===== src/rtl/corr_window_feeder_pkg.sv =====
// Shared definitions for the correlator window feeder: default geometry,
// FSM state encoding and counter sizing helper.
package corr_window_feeder_pkg;

    localparam int TAPS_DEF     = 10;
    localparam int SAMPLE_W_DEF = 4;

    typedef enum logic [1:0] {
        ST_COEF = 2'd0,
        ST_FILL = 2'd1,
        ST_RUN  = 2'd2
    } state_e;

    // Wide enough to hold the value n itself, not just n-1.
    function automatic int cnt_width(input int n);
        return $clog2(n + 1);
    endfunction

endpackage


===== src/rtl/corr_window_feeder_window_shift_reg.sv =====
// Sample window: x_0 (newest) sits in the low slice; each shift moves x_k-1 into x_k.
module window_shift_reg #(
    parameter int TAPS     = 10,
    parameter int SAMPLE_W = 4
) (
    input  logic                     clock,
    input  logic                     reset,
    input  logic                     shift_en,
    input  logic                     clear,
    input  logic [SAMPLE_W-1:0]      din,
    output logic [TAPS*SAMPLE_W-1:0] win
);

    logic [TAPS*SAMPLE_W-1:0] win_q, win_d;

    always_comb begin
        win_d = win_q;
        if (clear) begin
            win_d = '0;
        end else if (shift_en) begin
            win_d = {win_q[(TAPS-1)*SAMPLE_W-1:0], din};
        end
    end

    always_ff @(posedge clock or negedge reset) begin
        if (!reset) begin
            win_q <= '0;
        end else begin
            win_q <= win_d;
        end
    end

    assign win = win_q;

endmodule


===== src/rtl/corr_window_feeder.sv =====
// Streaming front end for the correlator: serial coefficient loader, sliding
// sample window and a one-cycle win_valid pulse per fresh window.
module corr_window_feeder
    import corr_window_feeder_pkg::*;
#(
    parameter int TAPS     = TAPS_DEF,
    parameter int SAMPLE_W = SAMPLE_W_DEF
) (
    input  logic                     clock,
    input  logic                     reset,
    input  logic                     coef_load,
    input  logic [SAMPLE_W-1:0]      coef_in,
    input  logic                     coef_valid,
    output logic                     coef_done,
    input  logic [SAMPLE_W-1:0]      samp_in,
    input  logic                     samp_valid,
    output logic                     samp_ready,
    input  logic                     flush,
    output logic [TAPS*SAMPLE_W-1:0] x_win,
    output logic [TAPS*SAMPLE_W-1:0] h_taps,
    output logic                     win_valid
);

    localparam int CNT_W = cnt_width(TAPS);
    localparam logic [CNT_W-1:0] LAST = CNT_W'(TAPS - 1);
    localparam logic [CNT_W-1:0] ONE  = CNT_W'(1);

    state_e               state_q, state_d;
    logic [CNT_W-1:0]     coef_cnt_q, coef_cnt_d;
    logic [CNT_W-1:0]     fill_cnt_q, fill_cnt_d;
    logic [SAMPLE_W-1:0]  h_q [TAPS];
    logic [SAMPLE_W-1:0]  h_d [TAPS];
    logic                 coef_done_q, coef_done_d;
    logic                 win_valid_q, win_valid_d;
    logic                 accept;
    logic                 win_clear;

    // samp_ready already masks coef_load and flush, so an accept never
    // coincides with a higher-priority control action.
    assign samp_ready = (state_q != ST_COEF) & ~flush & ~coef_load;
    assign accept     = samp_valid & samp_ready;
    assign win_clear  = coef_load | (flush & (state_q != ST_COEF));

    always_comb begin
        state_d     = state_q;
        coef_cnt_d  = coef_cnt_q;
        fill_cnt_d  = fill_cnt_q;
        h_d         = h_q;
        coef_done_d = coef_done_q;
        win_valid_d = 1'b0;
        if (coef_load) begin
            state_d     = ST_COEF;
            coef_cnt_d  = '0;
            fill_cnt_d  = '0;
            coef_done_d = 1'b0;
        end else begin
            case (state_q)
                ST_COEF: begin
                    if (coef_valid) begin
                        for (int k = 0; k < TAPS; k++) begin
                            if (coef_cnt_q == CNT_W'(k)) h_d[k] = coef_in;
                        end
                        coef_cnt_d = coef_cnt_q + ONE;
                        if (coef_cnt_q == LAST) begin
                            coef_done_d = 1'b1;
                            state_d     = ST_FILL;
                        end
                    end
                end
                ST_FILL: begin
                    if (flush) begin
                        fill_cnt_d = '0;
                    end else if (accept) begin
                        fill_cnt_d = fill_cnt_q + ONE;
                        if (fill_cnt_q == LAST) begin
                            state_d     = ST_RUN;
                            win_valid_d = 1'b1;
                        end
                    end
                end
                ST_RUN: begin
                    if (flush) begin
                        fill_cnt_d = '0;
                        state_d    = ST_FILL;
                    end else if (accept) begin
                        win_valid_d = 1'b1;
                    end
                end
                default: state_d = ST_COEF;
            endcase
        end
    end

    always_ff @(posedge clock or negedge reset) begin
        if (!reset) begin
            state_q     <= ST_COEF;
            coef_cnt_q  <= '0;
            fill_cnt_q  <= '0;
            h_q         <= '{default: '0};
            coef_done_q <= 1'b0;
            win_valid_q <= 1'b0;
        end else begin
            state_q     <= state_d;
            coef_cnt_q  <= coef_cnt_d;
            fill_cnt_q  <= fill_cnt_d;
            h_q         <= h_d;
            coef_done_q <= coef_done_d;
            win_valid_q <= win_valid_d;
        end
    end

    for (genvar k = 0; k < TAPS; k++) begin : g_h_flat
        assign h_taps[k*SAMPLE_W +: SAMPLE_W] = h_q[k];
    end

    window_shift_reg #(
        .TAPS     (TAPS),
        .SAMPLE_W (SAMPLE_W)
    ) u_window (
        .clock    (clock),
        .reset    (reset),
        .shift_en (accept),
        .clear    (win_clear),
        .din      (samp_in),
        .win      (x_win)
    );

    assign coef_done = coef_done_q;
    assign win_valid = win_valid_q;

endmodule

===== config.mk =====
export PLATFORM = sky130hd
export DESIGN_NAME = corr_window_feeder
export DESIGN_NICKNAME = d
export VERILOG_FILES = /design/src/rtl/corr_window_feeder_pkg.sv /design/src/rtl/corr_window_feeder_window_shift_reg.sv /design/src/rtl/corr_window_feeder.sv
export SDC_FILE = /design/constraint.sdc
export NUM_CORES = 1
export LEC_CHECK = 0
export CAP_MARGIN = 10
export CORE_MARGIN = 2
export CORE_UTILIZATION = 49
export DETAILED_ROUTE_END_ITERATION = 10
export PLACE_DENSITY = 0.87
export SLEW_MARGIN = 20
export SYNTH_ARGS = -nofsm -noshare
export SYNTH_HDL_FRONTEND = slang
export SYNTH_SLANG_ARGS = --single-unit

===== constraint.sdc =====
create_clock -name clock -period 2.15 [get_ports clock]
set_input_delay 0.43 -clock clock [delete_from_list [all_inputs] [get_ports clock]]
set_output_delay 0.43 -clock clock [all_outputs]
set_load 0.03 [all_outputs]

==> reports/metrics.cfg <==
[outcome]
run_status = finished clean

[logic_synthesis]
ys_area_sq_um = 3800
synth_nets = 302
synthXorXnorAreaFrac_pct = 0.461
ys_sh_mux_pct = 13.0
synth.avg_cell_area_sq_um = 13.7
syn-instance-count = 278
ys_cells = 278
synth-seq-cells = 92
synthAoiAreaFrac_pct = 11.3
top_logic_kind = multiplexers
synth.cell_area_sq_um = 3800
ys_warn_count = 0
async_flop_share_pct = 100
edf_count = 0
simple_gate_share_pct = 8.37
yosysSeqAreaShare_pct = 60.6
fa_ha_area_share_pct = 3.29
synth.distinct_cells = 38
synth_top_flop_cell = dfrtp_1

[layout]
fillers = 553
syn2layout_area_growth_pct = 35.7
flop_area_sq_um = 2300
finalCoreUtilization_pct = 67.7
combGateArea_sq_um = 1410
antennaDiodeCount = 0
instances_no_fill = 487
fin_nets = 404
final_layout_size_suffix_gt1_share_pct = 20.8

[global_route]
grt-ovfl-total = 0
grt_pass1_vias = 2712
grt_pass1_wl_microns = 14000
grt.total_usage_pct = 20.9
grt_max_degree = 50
grt_antenna_before_repair = 0

[die]
core_area_sq_um = 7610
dieArea_sq_um = 8470
ios = 97
die_y_microns = 92.0
num_rows = 32
chipWidth_microns = 92.0
initial_core_util_pct = 49.9

[timing]
finalCritPeriodShare_pct = 94.1
worst_pin_slew_ps = 419
fin_crit_ps = 2020
clock_skew_ps = 8.45
maxSlewHeadroom_pct = 72.0
finalSetupViolCount = 0
hold_viol = 0
fin_setup_tns_ps = 0
drv_slew = 0
max_freq_ghz = 0.495
fin_ws_ps = 128
rsz0062_at_grt = no

[pwr]
p_per_area_nw_per_um2 = 833
peakVddDrop_uv = 485
p_leak_nw = 2.36

[critical_path]
crit_type = flip-flop to output port
worstPathRequired_ps = 1720
crit_path_max_incr_delay_ps = 400
critPathLaunchType = flip-flop
cp-endpoint = samp_ready
slowest_stage = dfrtp_1
endpoint_kind = output port
worst-path-buf-inv = 3
cp_max_fo = 7
cp.arrival_ps = 1590
r2r-start = state_q[0]
setup.worst_path.start = state_q[0]
r2r_end = fill_cnt_q[1]
rr_worst_depth = 6
r2r_slack_ps = 200
cp_top_family = buffers and inverters
cp.depth = 5
crit_top_cell = buf_4
crit_chain = inv_1 > ha_4 > buf_4 > nor3_2 > buf_4

[hold_path]
hold_path.class = flip-flop to flip-flop

[clock_network]
clk_latency_ps = 350
tritoncts = built
cts.root.buffer_cell = clkbuf_8
htreeDepth = 3
cts.sinks = 92
clk_pin_slew_ps = 80
clock_path_buffers = 2
cts_buffers = 9

[detailed_routing]
vias_per_cell = 5.41
vias = 2634
first_pass_iters = 4
routed_wl_microns = 8370
drc = 0
drt-initial-drc-count = 200
wl_per_cell_microns = 17.2
antenna_left = 0

[place]
place_congestion = 0.837
port_buffers = 96
hpwl_microns = 5750
pre_cts_slack_ps = 35.4
placed_cells = 469

[run]
drv_cap = 0
tool_warnings = 33

==> stage by stage <==
stage	power, mW	area (sq um)	hold slack [ps]
2_1_floorplan	2.67	3800	134
3_5_place_dp	3.15	4920	379
4_1_cts	4.32	5140	499
5_1_grt	4.48	5150	527
3_3_place_gp	3.12	4920	366
6_report	4.29	5150	494
==> kinds of logic after synthesis <==
logic type / Yosys count
flip-flops: 92
adder cells (fa/ha/maj): 10
AND/OR/NAND/NOR: 53
buffers and inverters: 24
AND-OR/OR-AND: 53
XOR/XNOR: 2
multiplexers: 44
==> layout make-up <==
type / instances / area share, %
flip-flops and latches: 92 / 44.7
multi-input cells: 162 / 27.3
repair buffers: 109 / 21.2
clock buffers: 11 / 2.74
well taps: 102 / 2.48
clock inverters: 5 / 1.17
inverters: 6 / 0.437
==> layer usage <==
metal / GRT usage, % / wire [microns] / vias to the layer above
met2: 32.2 / 4130 / 50
met5: 0 / 0 / -
met4: 8.08 / 113 / 0
li1: - / - / 1214
met1: 30.5 / 3910 / 1361
met3: 2.88 / 217 / 9
==> repair_timing <==
| item | CTS | global route |
|---|---|---|
| endpoints found under the hold margin | 25 | 0 |
| setup endpoints to repair | 1 | 2 |
| buffers inserted | 0 | 1 |
| hold buffers | 1 | 0 |
| gates resized | 1 | 1 |
==> layout by cell type, fill, tap and decap left out, drive strengths merged, types with 3 or more instances in the layout <==
master and n:
a21oi 9, a22o 39, buf 14, clkbuf 11, clkdlybuf4s50 94, dfrtp 92
ha 10, inv 7, mux2 41, mux2i 3, nand2 18, nand3 5
nor2 9, nor3 3, nor4 3, nor4b 3
==> worst min path at each step <==
stage | start | endpoint | slack (ps) | cells past startpoint
2_1_floorplan | reset | coef_cnt_q[0] | 130 | 0
3_3_place_gp | reset | u_window.win[39] | 370 | 1
3_5_place_dp | reset | u_window.win[39] | 380 | 1
4_1_cts | coef_done | coef_done | 500 | 1
5_1_grt | coef_done | coef_done | 530 | 1
6_report | coef_done | coef_done | 490 | 1
==> sequential cells by signal, summed over array words and instances, names as in the netlist <==
register / cells
fill_cnt_q: 4
h_taps: 40
win_valid: 1
coef_cnt_q: 4
state_q: 2
coef_done: 1
u_window.win: 40
==> power by group <==
| group | leakage [nW] | switching, mW | internal [mW] |
|---|---|---|---|
| Sequential | 1.26 | 0.0994 | 1.90 |
| Clock | 0.0999 | 0.592 | 0.574 |
| Combinational | 0.995 | 0.628 | 0.504 |
| Total | 2.36 | 1.32 | 2.97 |
==> synth_stat cells, drive strengths merged (2+ instances only) <==
cell / n / area, sq um
dfrtp: 92 / 2300
mux2: 41 / 465
a22o: 39 / 342
nand2: 18 / 75.1
buf: 15 / 76.3
ha: 10 / 125
a21oi: 9 / 45.0
nor2: 9 / 33.8
inv: 6 / 22.5
nand3: 5 / 25.0
clkbuf: 3 / 11.3
mux2i: 3 / 30.0
nor3: 3 / 20.0
nor4: 3 / 31.3
nor4b: 3 / 41.3
nand3b: 2 / 15.0
nor2b: 2 / 12.5
or4: 2 / 15.0
**Signal wires on met2**

Cells faint in the background.
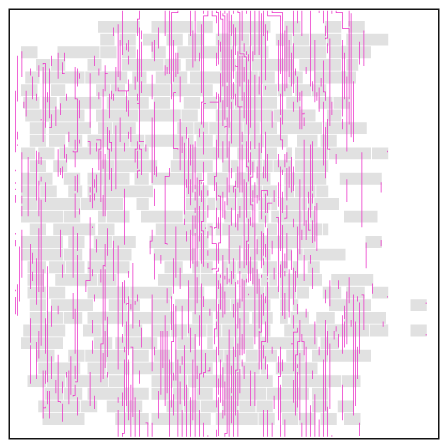
- nets with wire on the layer: 373
- wire length on this layer: 4130 microns
- longest straight run: 34.7 microns
- main direction: vertical
- share of all routed wire: 49%

**Clock distribution**

The bar under the picture is 20 microns long.
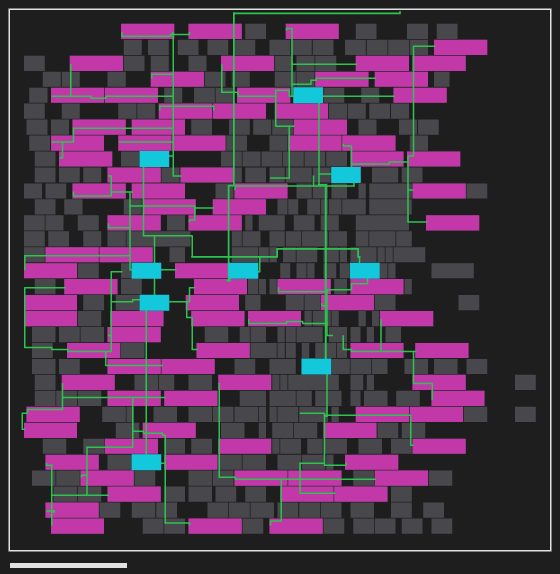
- cyan: cells driving clock nets (count 9)
- green: clock wires (length 1010 microns)
- magenta: flip-flops (count 92)
- routed clock nets: 10
- flops lie: widely spread

**Congestion heat map**

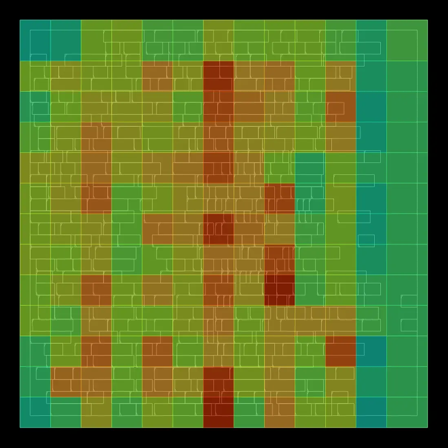
met1 GRT Util: 30.5%
met2 Use GR: 32.2%
busiest grt layer: met2

Power figures rest on the tool's default switching activity, not on a simulated workload.
